File: config.mk
export PLATFORM = sky130hd
export DESIGN_NAME = board_engine
export DESIGN_NICKNAME = d
export VERILOG_FILES = /design/src/rtl/connect4_pkg.sv /design/src/rtl/win_scanner.sv /design/src/rtl/board_engine.sv
export SDC_FILE = /design/constraint.sdc
export NUM_CORES = 1
export LEC_CHECK = 0
export CORE_MARGIN = 5
export CORE_UTILIZATION = 55
export CTS_BUF_LIST = sky130_fd_sc_hd__clkbuf_4 sky130_fd_sc_hd__clkbuf_8
export CTS_CLUSTER_DIAMETER = 80
export DETAILED_ROUTE_END_ITERATION = 16
export PLACE_DENSITY = 0.84
export SLEW_MARGIN = 25
export SYNTH_ARGS = -nofsm -noshare
export SYNTH_HDL_FRONTEND = slang
export SYNTH_SLANG_ARGS = --single-unit
export TNS_END_PERCENT = 10
File: constraint.sdc
create_clock -name clk -period 7.65 [get_ports clk]
set_clock_uncertainty 0.2 [all_clocks]
set_input_delay 1.53 -clock clk [delete_from_list [all_inputs] [get_ports clk]]
set_output_delay 1.53 -clock clk [all_outputs]
set_load 0.01 [all_outputs]
File: src/rtl/connect4_pkg.sv
// Shared Connect4 definitions: turn-FSM state codes, game status codes, cell codes,
// board geometry defaults and line-direction deltas.
package connect4_pkg;

   // Board geometry defaults
   localparam int unsigned ROWS_DEF    = 6;
   localparam int unsigned COLS_DEF    = 7;
   localparam int unsigned WIN_LEN_DEF = 4;

   // Turn FSM current_state codes
   localparam logic [1:0] FSM_INIT    = 2'b00;
   localparam logic [1:0] FSM_P1_TURN = 2'b01;
   localparam logic [1:0] FSM_P2_TURN = 2'b10;
   localparam logic [1:0] FSM_END     = 2'b11;

   // game_status codes
   localparam logic [1:0] NEXT_TURN  = 2'b00;
   localparam logic [1:0] PLAYER_WIN = 2'b01;
   localparam logic [1:0] TIE_GAME   = 2'b10;

   // Display cell codes
   localparam logic [1:0] CELL_EMPTY = 2'b00;
   localparam logic [1:0] CELL_P1    = 2'b01;
   localparam logic [1:0] CELL_P2    = 2'b10;

   // Line directions in scan order: horizontal, vertical, diagonal /, diagonal \.
   // Each entry is the (row, column) step of the positive sense.
   localparam int NUM_DIRS = 4;
   localparam int DIR_DR [NUM_DIRS] = '{0, 1, 1, 1};
   localparam int DIR_DC [NUM_DIRS] = '{1, 0, 1, -1};

endpackage

File: src/rtl/win_scanner.sv
// Multi-cycle win scanner: walks the four line directions through a newly placed piece,
// one cell per cycle, and reports whether any line reaches the winning run length.
module win_scanner
   import connect4_pkg::*;
#(
   parameter int unsigned ROWS    = ROWS_DEF,
   parameter int unsigned COLS    = COLS_DEF,
   parameter int unsigned WIN_LEN = WIN_LEN_DEF
) (
   input  logic                 clk,
   input  logic                 reset,
   input  logic                 start,
   input  logic [2:0]           org_row,
   input  logic [2:0]           org_col,
   input  logic                 color,
   input  logic [ROWS*COLS-1:0] occ,
   input  logic [ROWS*COLS-1:0] own,
   output logic                 done,
   output logic                 win
);

   localparam int unsigned NCELL = ROWS * COLS;
   localparam int unsigned IW    = $clog2(NCELL);
   localparam int unsigned CW    = $clog2(WIN_LEN) + 1;
   localparam logic [CW-1:0] NEED = CW'(WIN_LEN - 1);

   logic          active_q, active_d;
   logic [2:0]    sense_q, sense_d;  // {direction, negative sense}
   logic [CW-1:0] step_q, step_d;    // distance of the cell under test from the origin
   logic [CW-1:0] cnt_q, cnt_d;      // matches so far in the current direction
   logic [2:0]    row_q, row_d;
   logic [2:0]    col_q, col_d;
   logic          color_q, color_d;

   int            cur_r, cur_c;
   logic [IW-1:0] cur_idx;
   logic          match;
   logic [CW-1:0] cnt_inc, cnt_keep;
   logic [3:0]    nxt;

   function automatic logic on_board(input int r, input int c);
      return (r >= 0) && (r < int'(ROWS)) && (c >= 0) && (c < int'(COLS));
   endfunction

   function automatic int sense_row(input logic [2:0] s, input int k, input int r0);
      return s[0] ? r0 - k * DIR_DR[s[2:1]] : r0 + k * DIR_DR[s[2:1]];
   endfunction

   function automatic int sense_col(input logic [2:0] s, input int k, input int c0);
      return s[0] ? c0 - k * DIR_DC[s[2:1]] : c0 + k * DIR_DC[s[2:1]];
   endfunction

   // Lowest sense >= from whose first cell is on the board; bit 3 flags that one exists.
   // Senses starting off-board are skipped here so they cost no cycles.
   function automatic logic [3:0] find_sense(input int from, input int r0, input int c0);
      logic [3:0] res;
      res = 4'b0000;
      for (int s = 7; s >= 0; s--) begin
         if (s >= from && on_board(sense_row(3'(s), 1, r0), sense_col(3'(s), 1, c0)))
            res = {1'b1, 3'(s)};
      end
      return res;
   endfunction

   // Examine one cell per cycle and decide whether to step, switch sense or finish
   always_comb begin
      active_d = active_q;
      sense_d  = sense_q;
      step_d   = step_q;
      cnt_d    = cnt_q;
      row_d    = row_q;
      col_d    = col_q;
      color_d  = color_q;
      done     = 1'b0;
      win      = 1'b0;
      cnt_keep = cnt_q;
      nxt      = 4'b0000;

      cur_r   = sense_row(sense_q, int'(step_q), int'(row_q));
      cur_c   = sense_col(sense_q, int'(step_q), int'(col_q));
      cur_idx = IW'(cur_r * int'(COLS) + cur_c);
      match   = 1'b0;
      if (on_board(cur_r, cur_c))
         match = occ[cur_idx] && (own[cur_idx] == color_q);
      cnt_inc = cnt_q + CW'(1);

      if (start) begin
         row_d    = org_row;
         col_d    = org_col;
         color_d  = color;
         nxt      = find_sense(0, int'(org_row), int'(org_col));
         active_d = nxt[3];
         sense_d  = nxt[2:0];
         step_d   = CW'(1);
         cnt_d    = '0;
      end else if (active_q) begin
         if (match && cnt_inc >= NEED) begin
            done     = 1'b1;
            win      = 1'b1;
            active_d = 1'b0;
         end else if (match && on_board(sense_row(sense_q, int'(step_q) + 1, int'(row_q)),
                                        sense_col(sense_q, int'(step_q) + 1, int'(col_q)))) begin
            step_d = step_q + CW'(1);
            cnt_d  = cnt_inc;
         end else begin
            cnt_keep = match ? cnt_inc : cnt_q;
            nxt      = find_sense(int'(sense_q) + 1, int'(row_q), int'(col_q));
            if (nxt[3]) begin
               sense_d = nxt[2:0];
               step_d  = CW'(1);
               // The negative sense keeps the positive sense's count; a new direction restarts
               cnt_d   = (nxt[2:1] == sense_q[2:1]) ? cnt_keep : '0;
            end else begin
               done     = 1'b1;
               active_d = 1'b0;
            end
         end
      end
   end

   // Scanner state registers
   always_ff @(posedge clk or posedge reset) begin
      if (reset) begin
         active_q <= 1'b0;
         sense_q  <= '0;
         step_q   <= '0;
         cnt_q    <= '0;
         row_q    <= '0;
         col_q    <= '0;
         color_q  <= 1'b0;
      end else begin
         active_q <= active_d;
         sense_q  <= sense_d;
         step_q   <= step_d;
         cnt_q    <= cnt_d;
         row_q    <= row_d;
         col_q    <= col_d;
         color_q  <= color_d;
      end
   end

endmodule

File: src/rtl/board_engine.sv
// Connect4 board datapath and move evaluator: stores the grid, places dropped pieces,
// runs the win scan and reports the move outcome to the turn FSM.
module board_engine
   import connect4_pkg::*;
#(
   parameter int unsigned ROWS    = ROWS_DEF,
   parameter int unsigned COLS    = COLS_DEF,
   parameter int unsigned WIN_LEN = WIN_LEN_DEF
) (
   input  logic       clk,
   input  logic       reset,
   input  logic       drop,
   input  logic [2:0] column,
   input  logic [1:0] fsm_state,
   input  logic [2:0] rd_row,
   input  logic [2:0] rd_col,
   output logic [1:0] rd_cell,
   output logic       invalid_column,
   output logic [1:0] game_status,
   output logic       player_turn,
   output logic       busy,
   output logic       drop_err
);

   localparam int unsigned NCELL     = ROWS * COLS;
   localparam int unsigned IW        = $clog2(NCELL);
   localparam logic [5:0]  MAX_MOVES = 6'(NCELL);

   localparam logic [2:0] E_IDLE   = 3'd0;
   localparam logic [2:0] E_PLACE  = 3'd1;
   localparam logic [2:0] E_CHECK  = 3'd2;
   localparam logic [2:0] E_REPORT = 3'd3;
   localparam logic [2:0] E_DONE   = 3'd4;

   logic [2:0]       state_q, state_d;
   logic [NCELL-1:0] occ_q, own_q;
   logic [2:0]       height_q [COLS];
   logic [5:0]       moves_q;
   logic [2:0]       row_q, row_d;
   logic [2:0]       col_q, col_d;
   logic             color_q, color_d;
   logic [1:0]       status_q, status_d;
   logic             player_turn_q;
   logic             drop_err_q, drop_err_d;

   logic [2:0]       sel_height;
   logic             turn_ok, col_ok, reporting;
   logic             scan_start, scan_done, scan_win;
   logic [IW-1:0]    place_idx, rd_idx;

   assign turn_ok   = (fsm_state == FSM_P1_TURN) || (fsm_state == FSM_P2_TURN);
   assign col_ok    = int'(column) < int'(COLS);
   assign place_idx = IW'(int'(row_q) * int'(COLS) + int'(col_q));

   // Height of the requested column; out-of-range columns read as 0 and are rejected anyway
   always_comb begin
      sel_height = '0;
      for (int c = 0; c < int'(COLS); c++) begin
         if (int'(column) == c) sel_height = height_q[c];
      end
   end

   // Top-level move sequencing
   always_comb begin
      state_d    = state_q;
      row_d      = row_q;
      col_d      = col_q;
      color_d    = color_q;
      status_d   = status_q;
      drop_err_d = 1'b0;
      scan_start = 1'b0;
      case (state_q)
         E_IDLE: begin
            if (drop && turn_ok) begin
               if (!col_ok || sel_height == 3'(ROWS)) begin
                  drop_err_d = 1'b1;
               end else begin
                  state_d = E_PLACE;
                  row_d   = sel_height;
                  col_d   = column;
                  color_d = fsm_state[1];
               end
            end
         end
         E_PLACE: begin
            state_d    = E_CHECK;
            scan_start = 1'b1;
         end
         E_CHECK: begin
            if (scan_done) begin
               state_d = E_REPORT;
               // A win on the last free cell still reports as a win
               if (scan_win)                   status_d = PLAYER_WIN;
               else if (moves_q == MAX_MOVES) status_d = TIE_GAME;
               else                            status_d = NEXT_TURN;
            end
         end
         E_REPORT: state_d = (status_q == NEXT_TURN) ? E_IDLE : E_DONE;
         E_DONE:   state_d = E_DONE;
         default:  state_d = E_IDLE;
      endcase
   end

   // Control and result registers
   always_ff @(posedge clk or posedge reset) begin
      if (reset) begin
         state_q    <= E_IDLE;
         row_q      <= '0;
         col_q      <= '0;
         color_q    <= 1'b0;
         status_q   <= NEXT_TURN;
         drop_err_q <= 1'b0;
      end else begin
         state_q    <= state_d;
         row_q      <= row_d;
         col_q      <= col_d;
         color_q    <= color_d;
         status_q   <= status_d;
         drop_err_q <= drop_err_d;
      end
   end

   // Board storage: the piece, column height and move count all update in PLACE
   always_ff @(posedge clk or posedge reset) begin
      if (reset) begin
         occ_q         <= '0;
         own_q         <= '0;
         moves_q       <= '0;
         player_turn_q <= 1'b0;
         for (int c = 0; c < int'(COLS); c++) height_q[c] <= '0;
      end else if (state_q == E_PLACE) begin
         occ_q[place_idx] <= 1'b1;
         own_q[place_idx] <= color_q;
         moves_q          <= moves_q + 6'd1;
         player_turn_q    <= color_q;
         for (int c = 0; c < int'(COLS); c++) begin
            if (int'(col_q) == c) height_q[c] <= height_q[c] + 3'd1;
         end
      end
   end

   win_scanner #(
      .ROWS    (ROWS),
      .COLS    (COLS),
      .WIN_LEN (WIN_LEN)
   ) u_scanner (
      .clk     (clk),
      .reset   (reset),
      .start   (scan_start),
      .org_row (row_q),
      .org_col (col_q),
      .color   (color_q),
      .occ     (occ_q),
      .own     (own_q),
      .done    (scan_done),
      .win     (scan_win)
   );

   // Combinational display read port
   always_comb begin
      rd_idx  = IW'(int'(rd_row) * int'(COLS) + int'(rd_col));
      rd_cell = CELL_EMPTY;
      if (int'(rd_row) < int'(ROWS) && int'(rd_col) < int'(COLS)) begin
         if (occ_q[rd_idx]) rd_cell = own_q[rd_idx] ? CELL_P2 : CELL_P1;
      end
   end

   // FSM-facing outputs
   assign reporting      = (state_q == E_REPORT) || (state_q == E_DONE);
   assign invalid_column = !reporting;
   assign game_status    = reporting ? status_q : NEXT_TURN;
   assign busy           = (state_q == E_PLACE) || (state_q == E_CHECK) || (state_q == E_REPORT);
   assign player_turn    = player_turn_q;
   assign drop_err       = drop_err_q;

endmodule

==> run summary <==
Implementation progress

For reference, the top cells by count after synthesis are 141 x sky130_fd_sc_hd__dfrtp_1, 110 x sky130_fd_sc_hd__ha_1, 105 x sky130_fd_sc_hd__nand2_1, 98 x sky130_fd_sc_hd__nor2_1, 89 x sky130_fd_sc_hd__inv_1.

The data arrival time of the worst path stands at 5.67 ns. The simple-gate portion of the synthesized area stands at 17.8%. The cell count of the worst hold path stands at 1. The met3 usage in global routing stands at 3.77%. The cell area after synthesis stands at approximately 12,000 um^2. For this run the top cell type by instance count after synthesis was sky130_fd_sc_hd__dfrtp_1. Setup repair after global routing left no endpoint under its margin. Across the whole layout, multi-input logic makes up between 60% and 70% of the cell area.

The slack of the worst reg-to-reg path stands at 0.33 ns. The clock tree has to reach between 100 and 150 sinks.

The flow measured a signed area growth from synthesis to layout of 8.81%. The final timing report derives a shortest allowable period of 7.40 ns. For this configuration, the core starts out at a cell density of 55.4%. After clock tree synthesis, the setup repair step added 0 buffers. Per the timing report, the most critical flop-to-flop path finishes at u_scanner.cnt_q[0]. Pins over their slew limit in the final report were tallied at 0. Leaving out fill and tap cells, the most frequent cells in the layout are 141 x sky130_fd_sc_hd__dfrtp_1, 110 x sky130_fd_sc_hd__ha_1, 105 x sky130_fd_sc_hd__nand2_1. Per the timing report, the most critical flop-to-flop path originates at u_scanner.sense_q[2]. The total met2 wirelength after detailed routing stands at 15.0 mm. The routed wirelength on the met1 layer is recorded as 12.7 mm. The final hold violation count stands at 0.

The number of inserted diodes stands at 0. For this design the top-level I/O count stands at 22. Hold is met by 0.279 ns. The count of multi-input gates stands at 998. Per the post-route antenna check, the number of violating nets is 0. Looking at the cell usage after synthesis, the top flip-flop cell is sky130_fd_sc_hd__dfrtp_1.

The final timing summary puts the cycle share of the worst path at 96.7%. The flow ran to the end, and the final reports show no timing, DRC or antenna violations. The synthesized net count stands at 1,430. In the final layout, excluding clock inverters the inverter count is 89. The summed negative setup slack over all endpoints stands at 0 ns. The chip area from the yosys synthesis statistics stands at 12,500 um^2. The required time of the critical path stands at 5.92 ns.

The cell sitting at the root of the clock tree is a sky130_fd_sc_hd__clkbuf_8. Among all cell classes, the greatest summed area belongs to logic gates. In this run, CTS created clock tree buffers numbering 17.

STA lists the startpoint of the worst hold path as moves_q[5]. The vertical die dimension reported for this design is 161 um.
through the flow:
stage / cell area (um^2) / utilization, %
3_3_place_gp: 13100 / 58.2
2_1_floorplan: 12500 / -
3_5_place_dp: 13100 / 58.2
5_1_grt: 13600 / 60.2
4_1_cts: 13500 / 59.9
6_report: 13600 / 60.2
how the worst max path moves through the flow:
stage                     depth (start not counted)            startpoint  slack [ns]                 end
after floorplan                                  25  u_scanner.sense_q[1]        0.09  u_scanner.cnt_q[0]
after global placement                           16             rd_row[1]        0.29          rd_cell[1]
after detailed placement                         16             rd_row[1]        0.16          rd_cell[1]
after CTS                                        22  u_scanner.sense_q[2]        0.18  u_scanner.cnt_q[0]
after global routing                             22  u_scanner.sense_q[2]       0.003  u_scanner.cnt_q[0]
final                                            14             rd_row[1]        0.25          rd_cell[1]
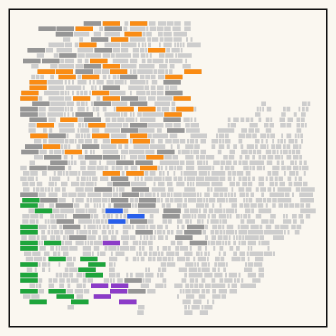
(images/registers.png)
Other sequential cells in the stronger gray, the rest of the logic in the fainter gray.
color	signal	sequential cells
green	height_q	21
orange	occ_q	42
purple	moves_q	6
blue	u_scanner.row_q	3
flip-flop and latch share of the layout cell area: 26.0%
Post-Route Utilization: 60.2%

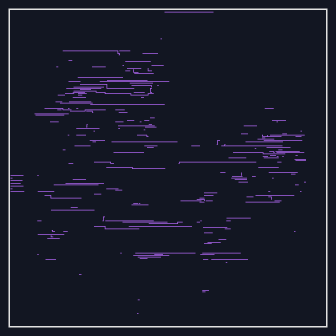
(images/met3.png)
nets with wire on the layer	139
wire length on this layer	1,610 um
longest straight run	38.9 um
main direction	horizontal
share of all routed wire	5.4%

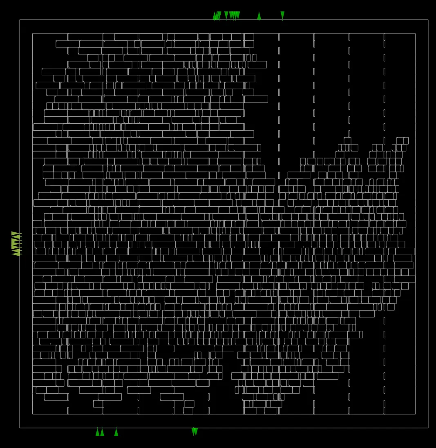
(images/final_placement.png)
# fillers: 1,767
Flop Count: 141
Core ar.: 22,500 um^2
number of tap cells inserted: 285

